**Pin map**

Scale: 3 px per um. Pins as bars across the die edge, other pins in gray.
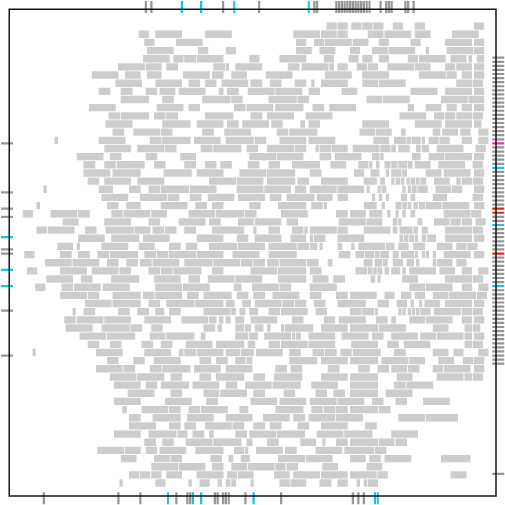
**Cell placement**

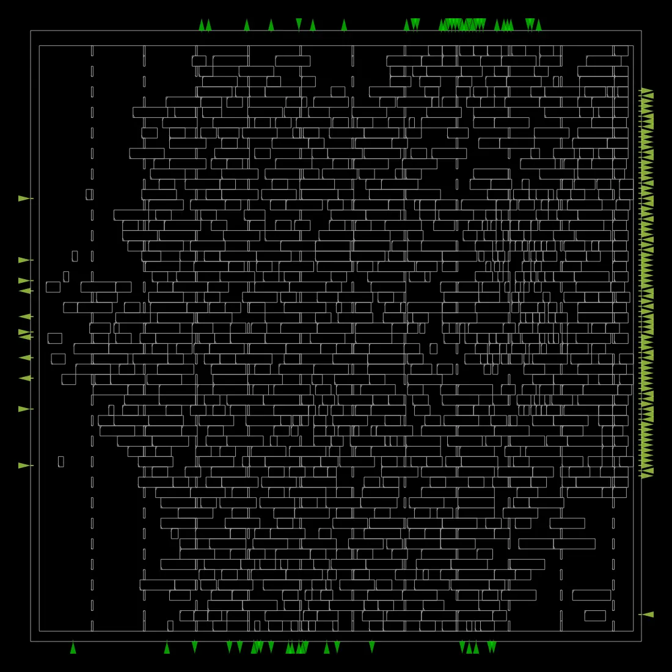
**Sizing map**

Scale: 3 px per um.
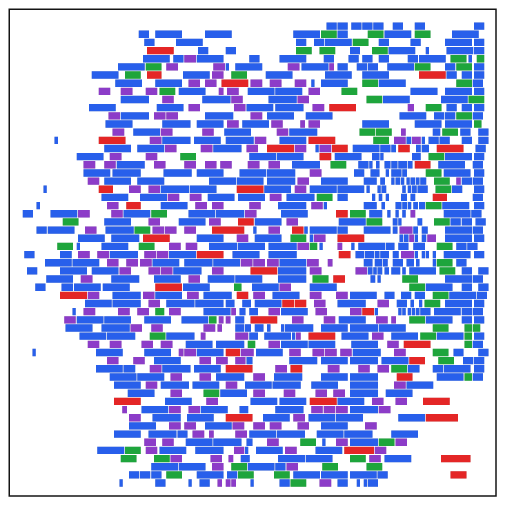
**I/O nets highlighted**

Scale: 1.5 px per um.
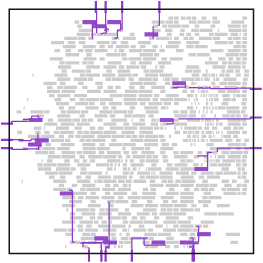
==> config.mk <==
export PLATFORM = sky130hd
export DESIGN_NAME = decode_stage_flat
export DESIGN_NICKNAME = d
export VERILOG_FILES = /design/src/rtl/decode_stage_pkg.sv /design/src/rtl/decode_stage_if.sv /design/src/rtl/decode_stage_regfile_bypass_p.sv /design/src/rtl/decode_stage.sv /design/src/flat_wrapper.sv
export SDC_FILE = /design/constraint.sdc
export NUM_CORES = 1
export LEC_CHECK = 0
export CAP_MARGIN = 20
export CORE_MARGIN = 2
export CORE_UTILIZATION = 45
export DETAILED_ROUTE_END_ITERATION = 8
export GPL_ROUTABILITY_DRIVEN = 0
export GPL_TIMING_DRIVEN = 0
export PLACE_DENSITY = 0.73
export SLEW_MARGIN = 20
export SYNTH_ARGS = -nofsm -noshare
export SYNTH_HDL_FRONTEND = slang
export SYNTH_HIERARCHICAL = 1
export SYNTH_SLANG_ARGS = --single-unit
export TNS_END_PERCENT = 100
==> constraint.sdc <==
create_clock -name clk -period 4.9 [get_ports clk]
set_clock_uncertainty 0.1 [all_clocks]
set_input_delay 0.735 -clock clk [delete_from_list [all_inputs] [get_ports clk]]
set_output_delay 0.735 -clock clk [all_outputs]
set_load 0.05 [all_outputs]
==> flow_summary.ini <==
; flow metrics
[floorplanning]
rows = 57
floorplan.core_area_um2 = 24390
die_area_um2 = 26170

[final_timing]
rsz0062_at_grt = no
setup_violations = 0
max_slew.worst_pin.slew_ns = 0.8623
layout_worst_path_cycle_share = 0.8205
setup_total_negative_slack_ns = 0

[setup_path]
reg2regPathDepth = 7
startpoint_to_endpoint_class_of_the_critical_path = in2out
worst_setup_path_end_kind = output port
critical_path.max_fanout = 5
worst_path_slowest_cell = sky130_fd_sc_hd__clkdlybuf4s50_1
startpoint_type = input port
timing.critical_path.required_ns = 4.07

[grt]
grt_max_degree = 96
wire_length_of_the_first_global_routing_pass_mm = 40.94
number_of_antenna_violations_at_the_first_check_in_global_routing = 0

[placed_design]
setup_slack_at_placement_ns = 0.9510
post-dp-hpwl_mm = 17.64
placed_cell_area_um2 = 12840

[routing]
top_routing_layer_in_use = met4
detail_route.wirelength.met1_mm = 11.99
ant_nets = 0
routed-wl-met2_mm = 12.57
met3_length_mm = 1.448
drt_pass1_iterations = 5
avgRoutedWirePerCell_um = 22.13

[yosys]
top_area_cell = sky130_fd_sc_hd__dfrtp_1
ys_sh_adder = 0.004245
avgSynthCellArea_um2 = 15.60
yosys_chip_area_um2 = 11200
synth.cells.most_frequent = sky130_fd_sc_hd__dfrtp_1 (203), sky130_fd_sc_hd__mux2_2 (189), sky130_fd_sc_hd__mux2_4 (71)
ys_sh_xor = 0.01017
synthesis.area_um2 = 11200
yosys.area.top_type_share = 0.4536
synthAoiAreaFrac = 0.01743
seq_area_frac_synth = 0.4536
mux_area_frac = 0.4412
synth.most_common_cell = sky130_fd_sc_hd__dfrtp_1
edf_count = 0
ys_cells = 718

[power_and_ir_drop]
p_total_mw = 6.140
sw_frac_of_total = 0.3219
powerSeq_mw = 2.32
power.sequential.fraction = 0.379
cellInternalPower_mw = 4.164
clkPwrFrac = 0.276
pwr.group.clock_mw = 1.70
p_sw_mw = 1.977
comb_power_share = 0.345

[layout]
final_core_util = 0.5572
seq-cell-share = 0.3737
multi_input_comb_cells = 437
comb_area_share = 0.4140
buffer_area_frac = 0.1246
final_cells = 1201
filler_cell_count = 1984
biggestCellCategory = combinational gates
inverter_count_of_the_layout_excluding_clock_inverters = 8
multi_input_comb_area_um2 = 5627
lay_top_cells = sky130_fd_sc_hd__dfrtp_1 (203), sky130_fd_sc_hd__mux2_2 (189), sky130_fd_sc_hd__clkdlybuf4s50_1 (116)

[run]
log.warning_count = 28
cap_viol_max_count = 0

[clock_tree]
cts.path.max_buffers = 3
cts_hold_repair.buffers = 0
clk_transition_reported_paths_ns = 0.06
post-cts-setup-buffer-count = 0
cts_resized = 0

[status]
outcome = complete, no violations

[min_path]
worstHoldPathType = in2async
Notes on 'pin map' above:
port	color	pins	direction	edge
bus_id_wreg	red	3	output	east
ex_stall	magenta	1	input	east
bus_id_rdata2	cyan	16	output	6 south, 4 north, 3 east, 3 west
all pins by edge	77 east, 30 north, 22 south, 11 west
count of buffers from port buffering: 117
die extent in y: 161.8 um
Horiz. Die Dim: 161.8 um

Notes on 'cell placement' above:
# Taps: 324
layout sequential cell count: 203

Notes on 'sizing map' above:
size	color	cells	most used
_0 and _1 cells	blue	523	dfrtp_1
_2 cells	purple	222	mux2_2
_6 and larger	red	49	clkbuf_16
_3 and _4 cells	green	83	mux2_4
area growth from synthesis to final layout: 21.36%
final std cell area, no fill: 13590 um2
Non-clk bufs: 189
post-layout worst setup margin: 0.8797 ns

Notes on 'I/O nets highlighted' above:
port	color	bits	direction	edge	end cells	buffers	wire
bus_id_rdata2	purple	16	output	6 south, 4 north, 3 east, 3 west	16	16	567 um
# IOs: 140

layer usage:
metal	vias to the layer above	global-route usage
li1	3041	-
met1	3461	0.2818
met2	206	0.3350
met3	44	0.03345
met4	0	0.05189
met5	-	0
worst reg2reg max path, cell delays in order, from the launching register on:
cell and delay, ns:
sky130_fd_sc_hd__dfrtp_1 0.45, sky130_fd_sc_hd__xnor2_1 0.16, sky130_fd_sc_hd__nand3_1 0.12, sky130_fd_sc_hd__o22ai_2 0.13
sky130_fd_sc_hd__a21boi_2 0.17, sky130_fd_sc_hd__buf_6 0.24, sky130_fd_sc_hd__buf_8 0.25, sky130_fd_sc_hd__mux2_4 0.32
